**config.mk**
```make
export PLATFORM = sky130hd
export DESIGN_NAME = sent_rx_fifo_arbiter
export DESIGN_NICKNAME = d
export VERILOG_FILES = /design/src/rtl/sent_rx_pkg.sv /design/src/rtl/sent_rx_small_buf.sv /design/src/rtl/sent_rx_fifo_arbiter.sv
export SDC_FILE = /design/constraint.sdc
export NUM_CORES = 1
export LEC_CHECK = 0
export CELL_PAD_IN_SITES_DETAIL_PLACEMENT = 1
export CELL_PAD_IN_SITES_GLOBAL_PLACEMENT = 1
export CORE_MARGIN = 2
export CORE_UTILIZATION = 44
export CTS_CLUSTER_DIAMETER = 40
export CTS_CLUSTER_SIZE = 24
export DETAILED_ROUTE_END_ITERATION = 16
export PLACE_DENSITY = 0.87
export SYNTH_ARGS = -nofsm -noshare
export SYNTH_HDL_FRONTEND = slang
export SYNTH_SLANG_ARGS = --single-unit
export TNS_END_PERCENT = 100
```
**constraint.sdc**
```tcl
create_clock -name clk_rx -period 5.47 [get_ports clk_rx]
set_input_delay 0.547 -clock clk_rx [delete_from_list [all_inputs] [get_ports clk_rx]]
set_output_delay 0.547 -clock clk_rx [all_outputs]
set_load 0.01 [all_outputs]
```
**src/rtl/sent_rx_pkg.sv**
```systemverilog
// Shared SENT RX definitions: FIFO word width, word tags and arbiter FSM states.
// Also used by sent_rx_control and the RX FIFO reader.
package sent_rx_pkg;

  localparam int unsigned SENT_FIFO_W = 12;
  localparam int unsigned SLOW_ID_W   = 8;
  localparam int unsigned SLOW_DATA_W = 16;
  localparam int unsigned SLOW_MSG_W  = SLOW_ID_W + SLOW_DATA_W;

  localparam logic [1:0] TAG_FAST    = 2'b00;
  localparam logic [1:0] TAG_SLOW_HI = 2'b01;
  localparam logic [1:0] TAG_SLOW_LO = 2'b10;

  typedef enum logic {
    ARB_IDLE    = 1'b0,
    ARB_SLOW_LO = 1'b1
  } arb_state_e;

  typedef struct packed {
    logic [SLOW_ID_W-1:0]   id;
    logic [SLOW_DATA_W-1:0] data;
  } slow_msg_t;

endpackage

```
**src/rtl/sent_rx_small_buf.sv**
```systemverilog
// Small circular buffer with synchronous push/pop; a push on a full buffer is
// accepted only when a pop happens on the same edge.
module sent_rx_small_buf #(
  parameter int unsigned WIDTH = 12,
  parameter int unsigned DEPTH = 2
) (
  input  logic             clk_rx,
  input  logic             reset_rx,
  input  logic             push,
  input  logic [WIDTH-1:0] push_data,
  input  logic             pop,
  output logic             full,
  output logic             empty,
  output logic [WIDTH-1:0] head_data
);

  localparam int unsigned PTR_W = (DEPTH > 1) ? $clog2(DEPTH) : 1;
  localparam int unsigned OCC_W = $clog2(DEPTH + 1);

  logic [WIDTH-1:0] mem [DEPTH];
  logic [PTR_W-1:0] wr_ptr;
  logic [PTR_W-1:0] rd_ptr;
  logic [OCC_W-1:0] occ;
  logic             do_push;
  logic             do_pop;

  function automatic logic [PTR_W-1:0] ptr_inc(input logic [PTR_W-1:0] p);
    return (p == PTR_W'(DEPTH - 1)) ? '0 : p + 1'b1;
  endfunction

  assign empty     = (occ == '0);
  assign full      = (occ == OCC_W'(DEPTH));
  assign do_pop    = pop & ~empty;
  assign do_push   = push & (~full | do_pop);
  assign head_data = mem[rd_ptr];

  always_ff @(posedge clk_rx or posedge reset_rx) begin
    if (reset_rx) begin
      wr_ptr <= '0;
      rd_ptr <= '0;
      occ    <= '0;
    end else begin
      if (do_push) wr_ptr <= ptr_inc(wr_ptr);
      if (do_pop)  rd_ptr <= ptr_inc(rd_ptr);
      if (do_push && !do_pop)      occ <= occ + 1'b1;
      else if (do_pop && !do_push) occ <= occ - 1'b1;
    end
  end

  // Storage needs no reset; occupancy gates every read.
  always_ff @(posedge clk_rx) begin
    if (do_push) mem[wr_ptr] <= push_data;
  end

endmodule

```
**src/rtl/sent_rx_fifo_arbiter.sv**
```systemverilog
// Round-robin sharing of the RX FIFO write port between the fast-word stream
// and slow-channel messages (each slow message becomes a hi/lo tagged pair).
module sent_rx_fifo_arbiter
  import sent_rx_pkg::*;
#(
  parameter int unsigned DATA_W     = SENT_FIFO_W,
  parameter int unsigned FAST_DEPTH = 2,
  parameter int unsigned SLOW_DEPTH = 1,
  parameter int unsigned CNT_W      = 8
) (
  input  logic                   clk_rx,
  input  logic                   reset_rx,
  input  logic                   arb_enable,
  input  logic                   fast_valid,
  input  logic [DATA_W-1:0]      fast_data,
  output logic                   fast_ready,
  input  logic                   slow_valid,
  input  logic [SLOW_ID_W-1:0]   slow_id,
  input  logic [SLOW_DATA_W-1:0] slow_data,
  output logic                   slow_ready,
  input  logic                   fifo_afull,
  output logic                   write_enable_rx,
  output logic [DATA_W-1:0]      data_to_fifo_rx,
  output logic [1:0]             tag_to_fifo_rx,
  output logic [CNT_W-1:0]       fast_drop_cnt,
  output logic [CNT_W-1:0]       slow_drop_cnt
);

  arb_state_e        state;
  arb_state_e        state_nxt;
  logic              rr_slow;
  logic              fast_full, fast_empty;
  logic              slow_full, slow_empty;
  logic [DATA_W-1:0] fast_head;
  slow_msg_t         slow_head;
  slow_msg_t         slow_in;
  logic              can_grant_c;
  logic              pick_slow_c;
  logic              pop_fast_c, pop_slow_c;
  logic              wr_c;
  logic [DATA_W-1:0] wr_data_c;
  logic [1:0]        wr_tag_c;
  logic              fast_drop_c, slow_drop_c;

  assign slow_in = '{id: slow_id, data: slow_data};

  sent_rx_small_buf #(.WIDTH(DATA_W), .DEPTH(FAST_DEPTH)) u_fast_buf (
    .clk_rx    (clk_rx),
    .reset_rx  (reset_rx),
    .push      (fast_valid),
    .push_data (fast_data),
    .pop       (pop_fast_c),
    .full      (fast_full),
    .empty     (fast_empty),
    .head_data (fast_head)
  );

  sent_rx_small_buf #(.WIDTH(SLOW_MSG_W), .DEPTH(SLOW_DEPTH)) u_slow_buf (
    .clk_rx    (clk_rx),
    .reset_rx  (reset_rx),
    .push      (slow_valid),
    .push_data (slow_in),
    .pop       (pop_slow_c),
    .full      (slow_full),
    .empty     (slow_empty),
    .head_data (slow_head)
  );

  assign fast_ready  = ~fast_full;
  assign slow_ready  = ~slow_full;
  assign fast_drop_c = fast_valid & fast_full & ~pop_fast_c;
  assign slow_drop_c = slow_valid & slow_full & ~pop_slow_c;

  // On a tie the RR pointer decides; otherwise the only non-empty source wins.
  assign can_grant_c = arb_enable & ~fifo_afull & (~fast_empty | ~slow_empty);
  assign pick_slow_c = ~slow_empty & (fast_empty | rr_slow);

  always_ff @(posedge clk_rx or posedge reset_rx) begin
    if (reset_rx) state <= ARB_IDLE;
    else          state <= state_nxt;
  end

  always_comb begin
    state_nxt = state;
    case (state)
      ARB_IDLE:    if (can_grant_c && pick_slow_c) state_nxt = ARB_SLOW_LO;
      ARB_SLOW_LO: if (!fifo_afull) state_nxt = ARB_IDLE;
      default:     state_nxt = ARB_IDLE;
    endcase
  end

  always_comb begin
    pop_fast_c = 1'b0;
    pop_slow_c = 1'b0;
    wr_c       = 1'b0;
    wr_data_c  = '0;
    wr_tag_c   = TAG_FAST;
    case (state)
      ARB_IDLE: begin
        if (can_grant_c) begin
          wr_c = 1'b1;
          if (pick_slow_c) begin
            wr_data_c = DATA_W'({slow_head.id, slow_head.data[15:12]});
            wr_tag_c  = TAG_SLOW_HI;
          end else begin
            wr_data_c  = fast_head;
            pop_fast_c = 1'b1;
          end
        end
      end
      ARB_SLOW_LO: begin
        if (!fifo_afull) begin
          wr_c       = 1'b1;
          wr_data_c  = DATA_W'(slow_head.data[11:0]);
          wr_tag_c   = TAG_SLOW_LO;
          pop_slow_c = 1'b1;
        end
      end
      default: ;
    endcase
  end

  // Registered write port; data and tag hold between strobes.
  always_ff @(posedge clk_rx or posedge reset_rx) begin
    if (reset_rx) begin
      write_enable_rx <= 1'b0;
      data_to_fifo_rx <= '0;
      tag_to_fifo_rx  <= TAG_FAST;
      rr_slow         <= 1'b0;
      fast_drop_cnt   <= '0;
      slow_drop_cnt   <= '0;
    end else begin
      write_enable_rx <= wr_c;
      if (wr_c) begin
        data_to_fifo_rx <= wr_data_c;
        tag_to_fifo_rx  <= wr_tag_c;
      end
      if (state == ARB_IDLE && can_grant_c) rr_slow <= ~pick_slow_c;
      if (fast_drop_c && fast_drop_cnt != '1) fast_drop_cnt <= fast_drop_cnt + 1'b1;
      if (slow_drop_c && slow_drop_cnt != '1) slow_drop_cnt <= slow_drop_cnt + 1'b1;
    end
  end

endmodule

```
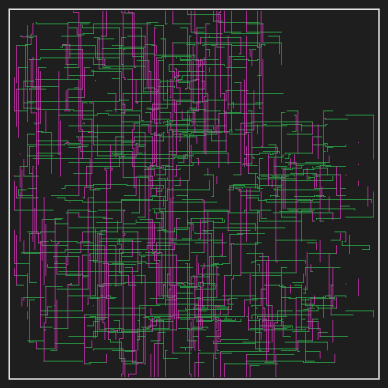
**Above:** run 1 (routed metal, one colour a layer).
Scale: 4 px per micron. Two of the layers only.
| layer | colour | wire length |
|---|---|---|
| met1 | green | 3390 microns |
| met2 | magenta | 3840 microns |
wire per inst: 18.4 microns
total track usage: 0.196
DRT Wirelength: 7.62 mm
Vias: 2122

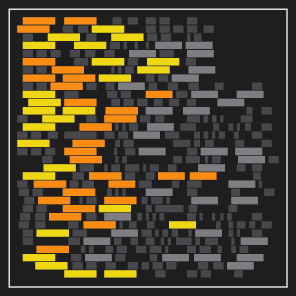
**Above:** run 1 (flops by top-level scope).
Scale: 3 px per micron. Other sequential cells in the stronger grey, the rest of the logic in the fainter grey.
| scope | colour | sequential cells |
|---|---|---|
| u_slow_buf | yellow | 25 |
| u_fast_buf | orange | 28 |
chip area: 8470 sq um
Final Util: 0.587
Post-Layout Cell Count: 413

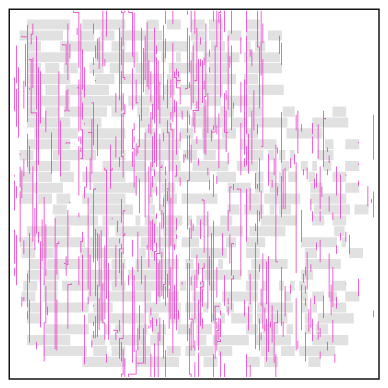
**Above:** run 1 (M2 wires).
Scale: 4 px per micron.
main direction: vertical
nets with wire on the layer: 327
longest straight run: 55.8 microns
routing usage on met2: 0.327

## run 1: Yosys cell counts (all sizes together) (2+ instances only)
| library cell | instances |
|---|---|
| mux2 | 6 |
| xor2 | 13 |
| buf | 2 |
| xnor2 | 4 |
| nand2 | 16 |
| nor3 | 5 |
| edfxtp | 48 |
| dfrtp | 38 |
| o21ai | 13 |
| and2 | 2 |
| a221o | 9 |
| inv | 8 |
| nand4 | 2 |
| nor2 | 10 |
| nand2b | 2 |
| ha | 3 |
| clkbuf | 3 |
| mux2i | 12 |
| nor4 | 2 |
| a22oi | 3 |
| nand3 | 7 |
| a21o | 3 |
## run 1: power groups by stage
stage | sequential [mW] | combinational (mW) | clock, mW
global route | 1.05 | 0.728 | 0.492
finish | 1.03 | 0.664 | 0.457
floorplan | 1.02 | 0.348 | 0
detailed placement | 1.04 | 0.674 | 0
CTS | 1.03 | 0.677 | 0.467
global placement | 1.03 | 0.646 | 0
## run 1: state kept, by name, indices dropped and copies added, names as in the netlist
name / flops
u_slow_buf.full: 1
state: 1
u_fast_buf.rd_ptr: 1
u_fast_buf.wr_ptr: 1
write_enable_rx: 1
u_fast_buf.occ: 2
rr_slow: 1
slow_drop_cnt: 8
tag_to_fifo_rx: 2
u_slow_buf.mem: 24
u_fast_buf.mem: 24
fast_drop_cnt: 8
data_to_fifo_rx: 12
## run 1: cell type report
| class | instances | share of cell area |
|---|---|---|
| clock buffer | 9 | 0.0277 |
| sequential | 86 | 0.536 |
| multi-input combinational | 126 | 0.216 |
| tap | 102 | 0.0286 |
| timing repair buffer | 75 | 0.168 |
| clock inverter | 7 | 0.0179 |
| inverter | 8 | 0.00673 |
## run 1: stage by stage
step | cell area [sq um] | util | power, mW | instances | setup WS [ps]
detailed placement | 4260 | 0.560 | 1.71 | 397 | 1920
global route | 4460 | 0.587 | 2.27 | 413 | 2200
CTS | 4460 | 0.587 | 2.17 | 413 | 2300
finish | 4460 | 0.587 | 2.15 | 413 | 2390
floorplan | 3410 | - | 1.37 | 225 | 2990
global placement | 4260 | 0.560 | 1.68 | 397 | 2150
## run 1: placed cells by master, fill, tap and decap left out, drive strengths merged, types with 3 or more instances in the layout
| cell type | instances |
|---|---|
| nand3 | 7 |
| a221o | 9 |
| nor2 | 10 |
| inv | 12 |
| ha | 3 |
| nand2 | 16 |
| a22oi | 3 |
| mux2 | 6 |
| mux2i | 12 |
| edfxtp | 48 |
| clkdlybuf4s50 | 74 |
| dfrtp | 38 |
| clkbuf | 9 |
| xor2 | 13 |
| xnor2 | 4 |
| o21ai | 13 |
| a21o | 3 |
| nor3 | 5 |
## run 1: routing by layer
layer	GRT usage	vias to the layer above	wire length, microns
li1	-	991	-
met1	0.253	1071	3390
met2	0.327	52	3840
met3	0.0353	8	260
met4	0.0821	0	128
met5	0	-	0
## run 1: kinds of logic (layout without fill, tap and decap cells)
| family | count (synthesis) | after routing |
|---|---|---|
| mux | 18 | 18 |
| flops | 86 | 86 |
| compound gates | 36 | 36 |
| buf+inv | 13 | 99 |
| fa+ha+maj | 3 | 3 |
| simple gates | 52 | 52 |
| xor+xnor | 17 | 17 |
==> run_results.csv, run 1 <==
group,metric,value,unit
status,status,"finished clean",
clock_tree,clkSinkCount,86,
run,warning_count,26,
setup_path,cp-endpoint,"u_fast_buf.mem[1][3]$_DFFE_PP_",
power,p_int,1.45,mW
setup_path,reg2reg_depth,4,
yosys,synth-cells-yosys,225,
route,drt_iter0_markers,118,
clock_tree,clk_latency,350,ps
clock_tree,clk_path_buf_depth,2,
layout,num-fill-cells,726,
setup_path,path_delay_family,"simple AND/OR/NAND/NOR gates",
setup_path,critPathMaxStageDelay,810,ps
floorplanning,rows,32,
layout,seqCellArea,2390,sq um
yosys,synth.area.top_cells,"edfxtp_1, dfrtp_1, mux2i_1",
setup_path,path_class,"in -> reg",
setup_path,slowest_stage,"nor2_1",
setup_path,worstSetupStartpointType,"input pin",
final_timing,finalClockPeriodUsage,0.563,
power,swShare,0.325,
power,ir_drop,0.000217,V
layout,area_growth,30.9,%
grt,grt_max_degree,39,
route,drc,0,
clock_tree,cts_tree,"done",
yosys,synth_area,3410,sq um
floorplanning,fp_util,0.448,
hold_path,hold_end,"data_to_fifo_rx[3]$_DFFE_PP0P_",
hold_path,holdCritPathClass,"reg -> reg",
hold_path,min_path_cells,1,
clock_tree,postCtsSetupBuffers,0,
final_timing,min_period,3080,ps
power,combPwrFrac,0.309,
setup_path,reg2reg_to,"u_fast_buf.mem[1][3]$_DFFE_PP_",
power,p_per_area,481,nW/um^2
setup_path,r2r-start,"state$_DFF_PP0_",
setup_path,cp.arrival,3060,ps
setup_path,startpoint,"fifo_afull",
final_timing,rsz0062_at_grt,"false",
yosys,synth-edff-count,48,
grt,overflow,0,
## Run 2: what changed since run 1
- CORE_UTILIZATION: 44 -> 41
- PLACE_DENSITY: 0.87 -> 0.82
- clock period: 5.47 -> 2.9 ns (I/O delays scaled with it)
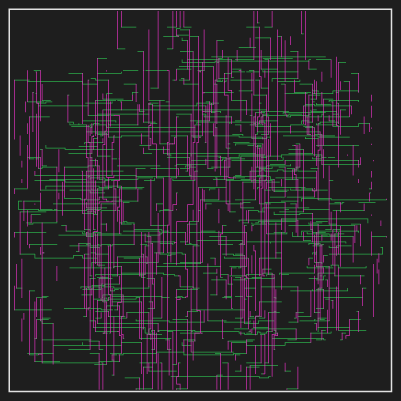
**Above:** run 2 (routed metal, one colour a layer).
Scale: 4 px per micron. Two of the layers only.
| layer | colour | wire length |
|---|---|---|
| met1 | green | 3100 microns |
| met2 | magenta | 3650 microns |
DRT Wirelength: 7.23 mm
Vias: 2152
total track usage: 0.176

==> run_results.csv, run 2 <==
group,metric,value,unit
power,ir_drop,0.000374,V
power,combPwrFrac,0.326,
yosys,ff_type,"edfxtp_1",
setup_path,r2r-start,"state$_DFF_PP0_",
yosys,synth-cells-yosys,225,
setup_path,startpoint,"fifo_afull",
floorplanning,die_w,95.2,microns
yosys,fa_ha_area_frac,0.0110,
route,postRouteAntennaNets,0,
setup_path,r2r_slack,640,ps
layout,area_growth,31.5,%
yosys,synth.area.top_cells,"edfxtp_1, dfrtp_1, mux2i_1",
clock_tree,postCtsSetupBuffers,0,
final_timing,max-slew-margin-rel,0.313,
yosys,logic_family,"AND-OR/OR-AND gates",
floorplanning,die_area,9060,sq um
grt,overflow,0,
clock_tree,cts_max_level,3,
power,p_sw,1.28,mW
setup_path,path_class,"in -> reg",
floorplanning,core-area,8130,sq um
yosys,yosysWarnings,0,
final_timing,whs,357,ps
final_timing,maxSlewViolCount,0,
clock_tree,clk_latency,350,ps
yosys,yosys_area,3410,sq um
yosys,synth_flops,86,
power,p_per_area,884,nW/um^2
final_timing,rsz0062_at_grt,"false",
clock_tree,cts-root-buf,"clkbuf_8",
power,p_leak,1.77,nW
power,p_int,2.68,mW
layout,drive_gt1_frac,0.129,
clock_tree,cts_tree,"done",
yosys,synth_nets,270,
place,place_congestion,0.702,
setup_path,cp.arrival,2540,ps
clock_tree,cts_resized,0,
route,drc,0,
status,status,"finished clean",
final_timing,fin_setup_tns,0,ps
setup_path,required,3180,ps
clock_tree,clk_path_buf_depth,2,
final_timing,finalClockPeriodUsage,0.779,
yosys,synth_area,3410,sq um
route,wire_per_inst,17.1,microns
yosys,yosys-top-cells-count,"edfxtp_1, dfrtp_1, nand2_1",
layout,largestRegisters,"u_fast_buf.mem (24), u_slow_buf.mem (24), data_to_fifo_rx (12)",
final_timing,min_period,2260,ps
yosys,yosysTopAreaCellShare,0.423,
yosys,synth_cell_types,43,
clock_tree,cts.clk_slew.worst_paths,90,ps
yosys,synth-edff-count,48,
yosys,syn_inst,225,
power,totalPowerFinal,3.96,mW
setup_path,worst_setup_path_end_kind,"flop",
grt,grt_max_degree,39,
run,warning_count,26,
yosys,synthMuxAreaShare,0.0561,
floorplanning,fp_util,0.419,
setup_path,cp_max_fo,9,
route,first_pass_iters,4,
run,max-cap-violations,0,
setup_path,worstSetupStartpointType,"input pin",
final_timing,skew,11.4,ps
floorplanning,rows,33,
yosys,yosysMostFrequentCell,"edfxtp_1",
route,drt_iter0_markers,64,
final_timing,setup_violations,0,
clock_tree,clkSinkCount,86,
floorplanning,io_pins,75,
yosys,simple_gate_area_frac,0.0770,
place,hpwl,5.15,mm
route,via_per_inst,5.10,
hold_path,holdCritPathClass,"in -> async",
yosys,synthAoiAreaFrac,0.0943,
final_timing,hold_viol,0,
power,p_seq_frac,0.481,
floorplanning,die_h,95.2,microns
grt,grt_pass1_wl,11.6,mm
yosys,avgSynthCellArea,15.2,sq um
power,swShare,0.324,
place,port-buffer-count,74,
clock_tree,cts_hold_buf,0,
layout,final_cell_mix,"clkdlybuf4s50_1, edfxtp_1, dfrtp_1",
power,p_clk_frac,0.193,
layout,mostFrequentLayoutCell,"clkdlybuf4s50_1",
layout,nets,357,
layout,post-route-util,0.551,
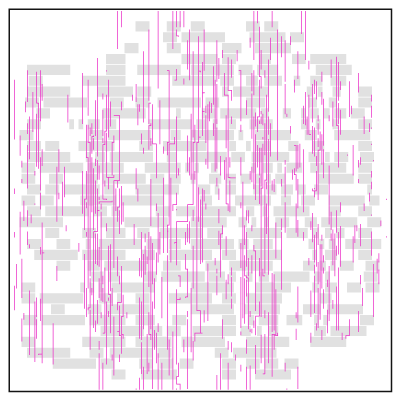
**Above:** run 2 (M2 wires).
Scale: 4 px per micron.
nets with wire on the layer: 328
wire length on this layer: 3650 microns
share of all routed wire: 51%
longest straight run: 42.0 microns
main direction: vertical
routing usage on met2: 0.296

run 2: cell counts after synthesis:
Identical to the previous run, type by type.
run 2: area by class of cell:
class,instances,area (sq um)
clock buffers,11,141
flip-flops and latches,86,2390
well taps,105,131
inverters,8,30.0
fillers,801,3650
multi-input cells,126,962
clock inverters,5,35.0
repair buffers,81,793
run 2: worst paths after layout:
check | end | cells past startpoint
min reg2reg | data_to_fifo_rx[6]$_DFFE_PP0P_ | 1
min | slow_drop_cnt[6]$_DFFE_PP0P_ | 3
max | u_fast_buf.occ[1]$_DFFE_PP0P_ | 8
min in group clk_rx | u_slow_buf.mem[0][13]$_DFFE_PP_ | 1
max reg2reg | u_fast_buf.occ[1]$_DFFE_PP0P_ | 7
max in group asynchronous | u_fast_buf.wr_ptr$_DFFE_PP0N_ | 3
run 2: power groups by stage:
stage	registers, mW	clock network [mW]	logic [mW]
floorplan	1.93	0	0.656
global placement	1.93	0	1.25
detailed placement	1.94	0	1.31
CTS	1.91	0.794	1.32
global route	1.96	0.844	1.41
finish	1.91	0.765	1.29
run 2: worst max-delay path: stages:
cell	delay, ps
clkdlybuf4s50_1	490
or3b_4	440
or3_4	440
buf_4	210
ha_1	240
xor2_1	160
nor2_1	110
xor2_1	160
run 2: kinds of logic (layout without fill, tap and decap cells):
logic type / Yosys count / count (layout)
compound gates: 36 / 36
xor+xnor: 17 / 17
simple gates: 52 / 52
mux: 18 / 18
buf+inv: 13 / 105
flops: 86 / 86
fa+ha+maj: 3 / 3
run 2: layer usage:
metal / GRT usage / wire, microns / vias up / part of all wire
met2: 0.296 / 3650 / 71 / 0.51
met3: 0.0569 / 395 / 7 / 0.055
met4: 0.0592 / 84 / 0 / 0.012
met1: 0.213 / 3100 / 1069 / 0.43
met5: 0 / 0 / - / 0
li1: - / - / 1005 / -
run 2: stage by stage:
step | setup slack, ps | cell area [sq um] | cells
global placement | 351 | 4310 | 406
floorplan | 549 | 3410 | 225
global route | 553 | 4490 | 422
CTS | 622 | 4490 | 422
finish | 640 | 4490 | 422
detailed placement | 282 | 4310 | 406
## Run 3: what changed since run 2
- clock period: 2.9 -> 2.09 ns (I/O delays scaled with it)
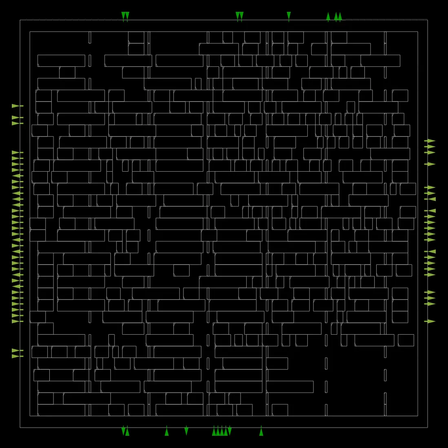
**Above:** run 3 (placement view).
flip-flops: 86
FP Rows: 33
Layout fillers: 799
Tap Count: 105
Core Area: 8130 sq um

==> run_results.csv, run 3 <==
group,metric,value,unit
final_timing,min_period,2040,ps
route,wirelength_met1,3.23,mm
yosys,yosys_area,3410,sq um
power,ir_drop,0.000433,V
route,drc,0,
yosys,synth_cell_types,43,
power,p_per_area,1240,nW/um^2
yosys,synth_nets,270,
final_timing,skew,9.41,ps
final_timing,hold_viol,0,
clock_tree,cts_hold_buf,0,
grt,overflow,0,
yosys,synth-edff-count,48,
floorplanning,die_area,9060,sq um
yosys,synthAoiAreaFrac,0.0943,
final_timing,rsz0062_at_grt,"false",
place,place_congestion,0.730,
layout,mostFrequentLayoutCell,"clkdlybuf4s50_1",
setup_path,r2r-start,"state$_DFF_PP0_",
setup_path,startpoint,"state$_DFF_PP0_",
place,place_area,4430,sq um
clock_tree,cts-root-buf,"clkbuf_8",
floorplanning,die_w,95.2,microns
route,top_layer,"met4",
final_timing,maxSlewViolCount,0,
layout,drive_gt1_frac,0.184,
yosys,synth_flops,86,
status,status,"finished clean",
place,hpwl,5.67,mm
setup_path,worst_setup_path_end_kind,"flop",
clock_tree,clkSinkCount,86,
yosys,avgSynthCellArea,15.2,sq um
layout,post-route-util,0.575,
floorplanning,io_pins,75,
yosys,fa_ha_area_frac,0.0110,
layout,design_area,4670,sq um
route,met2WireLength,4.02,mm
run,warning_count,27,
final_timing,whs,290,ps
final_timing,fin_setup_tns,0,ps
run,max-cap-violations,0,
hold_path,holdCritPathClass,"in -> async",
floorplanning,fp_util,0.419,
yosys,logic_family,"AND-OR/OR-AND gates",
yosys,yosysTopAreaCellShare,0.423,
layout,area_growth,37.1,%
layout,largestRegisters,"u_fast_buf.mem (24), u_slow_buf.mem (24), data_to_fifo_rx (12)",
yosys,synthMuxAreaShare,0.0561,
route,first_pass_iters,4,
yosys,synth.area.top_cells,"edfxtp_1, dfrtp_1, mux2i_1",
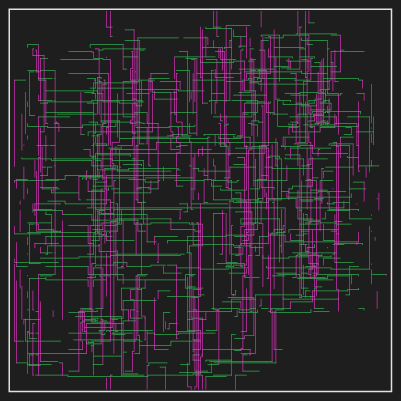
**Above:** run 3 (routed metal, one colour a layer).
Scale: 4 px per micron. Two of the layers only.
| layer | colour | wire length |
|---|---|---|
| met2 | magenta | 4020 microns |
| met1 | green | 3230 microns |
total track usage: 0.186
DRT Wirelength: 7.76 mm
wire per inst: 17.8 microns
Vias: 2251

[run 3: per-stage QoR]
stage / power [mW] / cells
after floorplan: 3.60 / 225
after global placement: 4.56 / 417
after detailed placement: 4.66 / 417
after CTS: 5.79 / 435
after global routing: 6.09 / 436
final: 5.77 / 436
[run 3: metal layers]
metal,vias to the layer above,track usage
li1,1033,-
met1,1126,0.221
met5,-,0
met2,81,0.329
met3,11,0.0364
met4,0,0.0737
[run 3: where the power goes]
part / leakage (nW) / switching [mW] / total [mW] / internal (mW)
Clock: 0.0898 / 0.635 / 1.08 / 0.449
Combinational: 0.851 / 0.880 / 2.02 / 1.14
Sequential: 0.914 / 0.399 / 2.67 / 2.27
[run 3: timing repair]
| item | in CTS | in global routing |
|---|---|---|
| pin swaps | 4 | 3 |
| setup endpoints to repair | 1 | 1 |
| setup buffers | 2 | 1 |
| hold endpoints to repair | 0 | 0 |
| resized | 5 | 3 |
[run 3: worst max-delay path, cell delays in order (launching register included)]
cell,delay [ps]
dfrtp_1,400
or3b_4,380
or3_4,350
a21bo_4,240
buf_4,140
nor2_4,90
buf_12,150
[run 3: final timing paths]
path / depth (start not counted) / slack [ps] / endpoint
setup reg to reg: 6 / 50 / u_fast_buf.mem[0][3]$_DFFE_PP_
hold / removal: 3 / 290 / fast_drop_cnt[3]$_DFFE_PP0P_
max in group asynchronous: 3 / 1440 / data_to_fifo_rx[3]$_DFFE_PP0P_
min in group clk_rx: 1 / 400 / u_slow_buf.mem[0][17]$_DFFE_PP_
setup / recovery: 6 / 50 / u_fast_buf.mem[0][3]$_DFFE_PP_
hold reg to reg: 1 / 490 / data_to_fifo_rx[7]$_DFFE_PP0P_
[run 3: kinds of logic (layout without fill, tap and decap cells)]
family          Yosys count  in the layout
xor+xnor                 17             17
buf+inv                  13            119
flops                    86             86
fa+ha+maj                 3              3
compound gates           36             36
simple gates             52             52
mux                      18             18
[run 3: layout make-up]
| cell class | count | area, sq um |
|---|---|---|
| clock buffer | 9 | 124 |
| tap | 105 | 131 |
| fill | 799 | 3460 |
| clock inverter | 7 | 57.6 |
| multi-input combinational | 126 | 1000 |
| sequential | 86 | 2390 |
| inverter | 8 | 32.5 |
| timing repair buffer | 95 | 936 |
Power and IR drop assume default switching activity.
